==> config.mk <==
export PLATFORM = sky130hd
export DESIGN_NAME = irq_ctrl
export DESIGN_NICKNAME = d
export VERILOG_FILES = /design/src/rtl/irq_ctrl.sv
export SDC_FILE = /design/constraint.sdc
export NUM_CORES = 1
export LEC_CHECK = 0
export ABC_CLOCK_PERIOD_IN_PS = 4800
export CAP_MARGIN = 5
export CELL_PAD_IN_SITES_DETAIL_PLACEMENT = 0
export CELL_PAD_IN_SITES_GLOBAL_PLACEMENT = 2
export CORE_MARGIN = 1
export CORE_UTILIZATION = 33
export DETAILED_ROUTE_END_ITERATION = 12
export PLACE_DENSITY_LB_ADDON = 0.1
export SLEW_MARGIN = 20
export SYNTH_ARGS = -nofsm -noshare
export SYNTH_HDL_FRONTEND = slang
export SYNTH_SLANG_ARGS = --single-unit
==> constraint.sdc <==
create_clock -name clk -period 4.8 [get_ports clk]
set_input_delay 0.48 -clock clk [delete_from_list [all_inputs] [get_ports clk]]
set_output_delay 0.48 -clock clk [all_outputs]
set_load 0.02 [all_outputs]
**Run 1: wires at chosen ports, followed through buffers**

Bar = 50 µm.
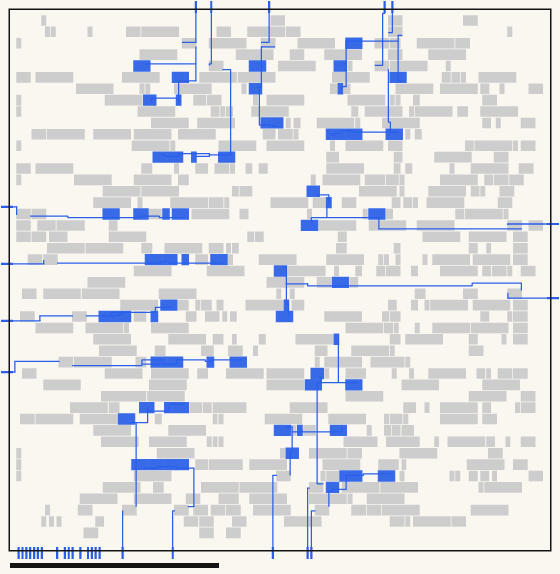
blue -> `wdata`  # bits 32, direction input, edge 21 bottom, 5 top, 4 left, 2 right, end cells 64, wire 805 µm
Port Buffers: 84
I/O pins: 118

**Run 1: cell sizes after repair**

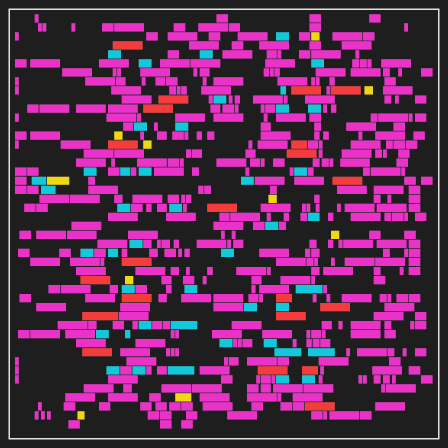
red -> x6 and larger  # cells 21
yellow -> x3 and x4  # cells 10
magenta -> x1 and smaller  # cells 444
cyan -> x2  # cells 44
Final WS setup: 2.22 ns
area grow syn2layout: 28.2%
design area: 6820 µm²
nonclk buf count: 89

**Run 1: placement by cell class**

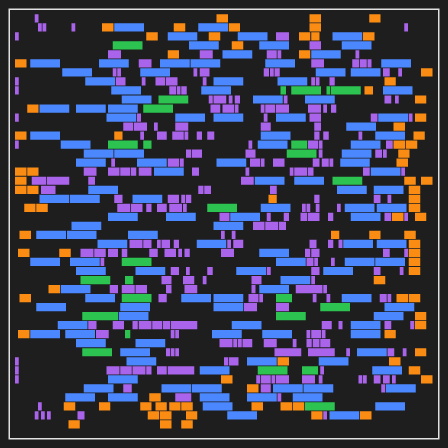
purple -> remaining logic cells  # cells 271, share of their area 28%
green -> clock drivers and dummy loads  # cells 26, share of their area 8.0%
orange -> remaining buffers and delay cells  # cells 89, share of their area 13%
blue -> registers  # cells 133, share of their area 51%
# rows: 46
fraction of area in registers: 48.8%

==> summary.txt, run 1 <==
fresh numbers from the pnr run: status finished clean, Insertion Delay late pin ~0.42 ns, final wirelength 12600 µm, vias per inst around 4.6, worst vdd ir 0.235 mV, layer with the highest usage met2, max-slew violations 0, Tot GR Track Use roughly 17%, most frequent logic cell in the layout dfrtp_1, routed vias 3411, Remaining DRCs 0, wl on met1 6000 µm, initial antenna violation count 0, Mapped Cells 421, Tcrit/Tclk final 53.7%, Comb/total area 24.8%, Top cells excl fill/tap dfrtp_1 (133), clkdlybuf4s50_1 (84), nand2_1 (46), Pre-Repair DR Iteration Count 4, die height 129 µm, fillers 1498, fraction of layout cells with a size suffix above 1 roughly 14%, distinct lib cells 42, Yosys warnings 0, Routed wire per std cell between 15 and 20 µm, clk pwr ~1.2 mW, # nets final 576, P_seq 1.41 mW, Internal about 2.3 mW, antenna cells 0, Core ar. 15800 µm², critical path depth in cells 5, DR top layer met4, final hold violations 0, Fin Clk Skew approximately 0.01 ns, Sw Pwr ~0.9 mW, Worst setup EP type flip-flop, CTS Sinks 133, area leader, netlist dfrtp_1, CP Class in2reg, top-count cell post-synth dfrtp_1, Non-clock buffer share 12.9%, Most common reg cell dfrtp_1, ys flops 133, antenna-violating nets left 0, drt initial violations between 200 and 250, register area share after synthesis ~63%, top post-synthesis cells by area dfrtp_1 (63%), mux2_2 (6.8%), nand2_1 (3.2%), EDFF count, synth 0, comb area leader AND-OR/OR-AND gates, Worst-Margin Slew a little over 0.9 ns, RSZ-0062 raised after global routing no, crit path time final 2.58 ns, Non-clock inverters 33, clock buffer count 21, P_leak just under 3 nW, adder share 0%, pre-CTS WS around 1.8 ns, clock slew at reported path FFs 0.06 ns, TNS Setup 0 ns, CTS root buf clkbuf_16, switch share between 20 and 30%, Max Cap Viol 0, final non-filler cell total 735, hold buffer count at cts 0, top area contributor share 62.6%, HP Class reg2reg, combinational power approximately 0.62 mW, Crit Path Max Fanout 17, die area 16600 µm², CP peak stage delay 0.81 ns, Pwr Density between 400 and 500 nW/µm², Chip Area, Yosys 5320 µm², Clock Network Area Fraction 7.71%, Yosys Instances approximately 420, clock network fraction of total power 36.6%, pin count of the biggest net entering global routing approximately 60, Flops 133, die width approximately 130 µm, postcts setup bufs 0, R2R Setup Slk 3.27 ns, mi-comb count 238, area fraction in mux cells 11.0%, Cells after DPL between 700 and 800, startpoint types primary input, Final Util 43.1%, Critical Path RT 5.16 ns, max_slew headroom 39.0%, Critical Path Slowest Stage Cell and2_1, met2 wire length ~5700 µm, Flop pwr share between 40% and 50%, fp_density 33.6%, hold depth 0, H-Tree Depth 4, CP Cell Sequence clkdlybuf4s50_1 -> nor3b_4 -> and2_1 -> a32o_1 -> a31o_2, final setup fails 0, CP bufs+invs 1, worst r2r path cells 5, GRT Residual Overflow 0, synthesized area per cell 12.6 µm², Arrival @ worst endpoint about 3 ns, Detailed Place HPWL 8910 µm, CTS tree yes, met1 Use GR between 20% and 30%, Comb pwr share 19.4%, total power 3.21 mW, MI comb area between 1500 and 2000 µm², # Taps 216, hold_ws roughly 0.34 ns, dominant kind of cell by area sequential cells, Simple Share, Synth 8.56%, Post-DP Area 6290 µm², met3 usage 4.20%, Routability Congestion 0.734, met3 wire len 665 µm, Mapped Area 5320 µm², Top delay family on crit path simple AND/OR/NAND/NOR gates
==> run 2: changes to the inputs <==
--- a/config.mk
+++ b/config.mk
@@ -5,12 +5,12 @@
 export SDC_FILE = /design/constraint.sdc
 export NUM_CORES = 1
 export LEC_CHECK = 0
-export ABC_CLOCK_PERIOD_IN_PS = 4800
+export ABC_CLOCK_PERIOD_IN_PS = 2200
 export CAP_MARGIN = 5
 export CELL_PAD_IN_SITES_DETAIL_PLACEMENT = 0
 export CELL_PAD_IN_SITES_GLOBAL_PLACEMENT = 2
 export CORE_MARGIN = 1
-export CORE_UTILIZATION = 33
+export CORE_UTILIZATION = 30
 export DETAILED_ROUTE_END_ITERATION = 12
 export PLACE_DENSITY_LB_ADDON = 0.1
 export SLEW_MARGIN = 20
==> constraint.sdc (replaced) <==
create_clock -name clk -period 2.2 [get_ports clk]
set_input_delay 0.22 -clock clk [delete_from_list [all_inputs] [get_ports clk]]
set_output_delay 0.22 -clock clk [all_outputs]
set_load 0.02 [all_outputs]
**Run 2: wires at chosen ports, followed through buffers**

Bar = 50 µm.
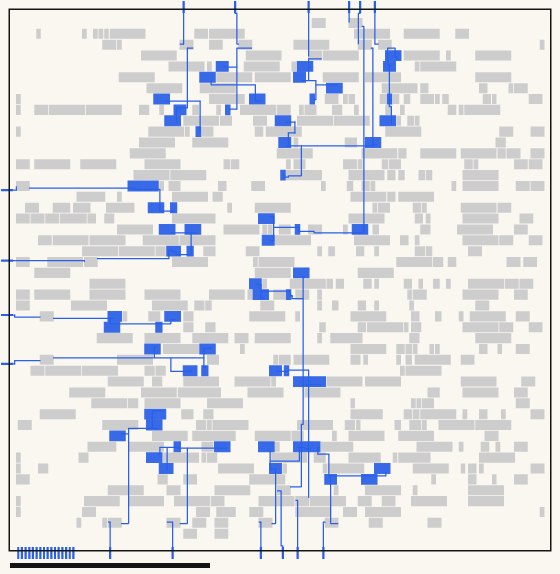
blue -> `wdata`  # bits 32, direction input, edge 22 bottom, 6 top, 4 left, end cells 64, wire 882 µm

**Run 2: routing congestion**

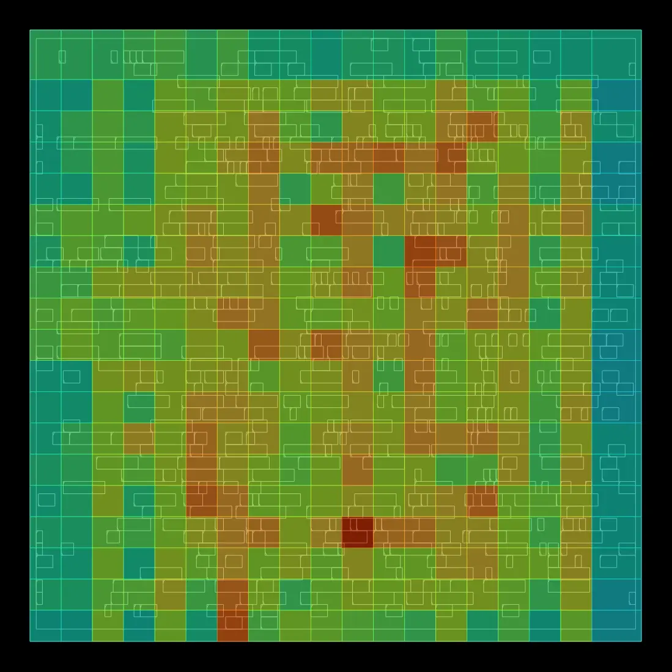
Final Util: 40.4%
met1 Use GR: 22.9%
Tot GR Track Use: 15.6%
Global Route met2 Usage: 22.2%
met3 usage: 3.70%

==> summary.txt, run 2 <==
fresh numbers from the pnr run: status finished clean (unchanged), Port Buffers 84 (unchanged), Remaining DRCs 0 (unchanged), CP Class reg2out (was in2reg), hold_ws 0.238 ns (was 0.344 ns), fp_density 30.8% (was 33.6%), Clock Network Area Fraction 8.45% (was 7.71%), die width 135 µm (was 129 µm), wl on met1 6580 µm (was 6000 µm), dominant kind of cell by area sequential cells (unchanged), pre-CTS WS 0.285 ns (was 1.77 ns), I/O pins 118 (unchanged), Pre-Repair DR Iteration Count 4 (unchanged), final wirelength 13200 µm (was 12600 µm), Critical Path RT 1.98 ns (was 5.16 ns), hold buffer count at cts 0 (unchanged), Internal 5.24 mW (was 2.32 mW), routed vias 3511 (was 3411), hold depth 1 (was 0), Fin Clk Skew 0.00478 ns (was 0.0101 ns), Non-clock inverters 33 (unchanged), initial antenna violation count 0 (unchanged), P_seq 3.10 mW (was 1.41 mW), clock network fraction of total power 39.0% (was 36.6%), max-slew violations 0 (unchanged), Crit Path Max Fanout 2 (was 17), comb area leader AND-OR/OR-AND gates (unchanged), Non-clock buffer share 14.0% (was 12.9%), synthesized area per cell 12.6 µm² (unchanged), DR top layer met4 (unchanged), H-Tree Depth 4 (unchanged), RSZ-0062 raised after global routing no (unchanged), vias per inst 4.63 (was 4.64), ys flops 133 (unchanged), area grow syn2layout 31.4% (was 28.2%), die height 135 µm (was 129 µm), TNS Setup 0 ns (unchanged), Comb pwr share 18.5% (was 19.4%), EDFF count, synth 0 (unchanged), CTS Sinks 133 (unchanged), Insertion Delay late pin 0.41 ns (was 0.42 ns), clk pwr 2.84 mW (was 1.17 mW), # Taps 225 (was 216), nonclk buf count 97 (was 89), register area share after synthesis 62.6% (unchanged), combinational power 1.35 mW (was 0.624 mW), fraction of layout cells with a size suffix above 1 16.7% (was 14.5%), # rows 48 (was 46), # nets final 584 (was 576), Detailed Place HPWL 9260 µm (was 8910 µm), layer with the highest usage met1 (was met2), Sw Pwr 2.05 mW (was 0.887 mW), switch share 28.1% (was 27.7%), Top delay family on crit path buffers and inverters (was simple AND/OR/NAND/NOR gates), final hold violations 0 (unchanged), area fraction in mux cells 11.0% (unchanged), startpoint types flip-flop (was primary input), clock buffer count 18 (was 21), final setup fails 0 (unchanged), Worst setup EP type output pin (was flip-flop), Chip Area, Yosys 5320 µm² (unchanged), Routability Congestion 0.733 (was 0.734), max_slew headroom 39.0% (about the same), Flop pwr share 42.6% (was 43.9%), HP Class in2reg (was reg2reg), CTS tree yes (unchanged), met2 wire length 5730 µm (was 5700 µm), top-count cell post-synth dfrtp_1 (unchanged), Mapped Cells 421 (unchanged), CP Cell Sequence clkdlybuf4s50_1 (was clkdlybuf4s50_1 -> nor3b_4 -> and2_1 -> a32o_1 -> a31o_2), MI comb area 1690 µm² (unchanged), clock slew at reported path FFs 0.06 ns (about the same), top post-synthesis cells by area dfrtp_1 (63%), mux2_2 (6.8%), nand2_1 (3.2%) (unchanged), CTS root buf clkbuf_16 (unchanged), GRT Residual Overflow 0 (unchanged), Post-DP Area 6400 µm² (was 6290 µm²), most frequent logic cell in the layout dfrtp_1 (unchanged), CP bufs+invs 1 (unchanged), critical path depth in cells 1 (was 5), adder share 0% (unchanged), fillers 1680 (was 1498), R2R Setup Slk 0.69 ns (was 3.27 ns), design area 6990 µm² (was 6820 µm²), antenna cells 0 (unchanged), worst vdd ir 0.588 mV (was 0.235 mV), Worst-Margin Slew 0.913 ns (was 0.915 ns), Comb/total area 24.2% (was 24.8%), Yosys warnings 0 (unchanged)
No activity file was given, so power comes from the tool's default toggle rates.
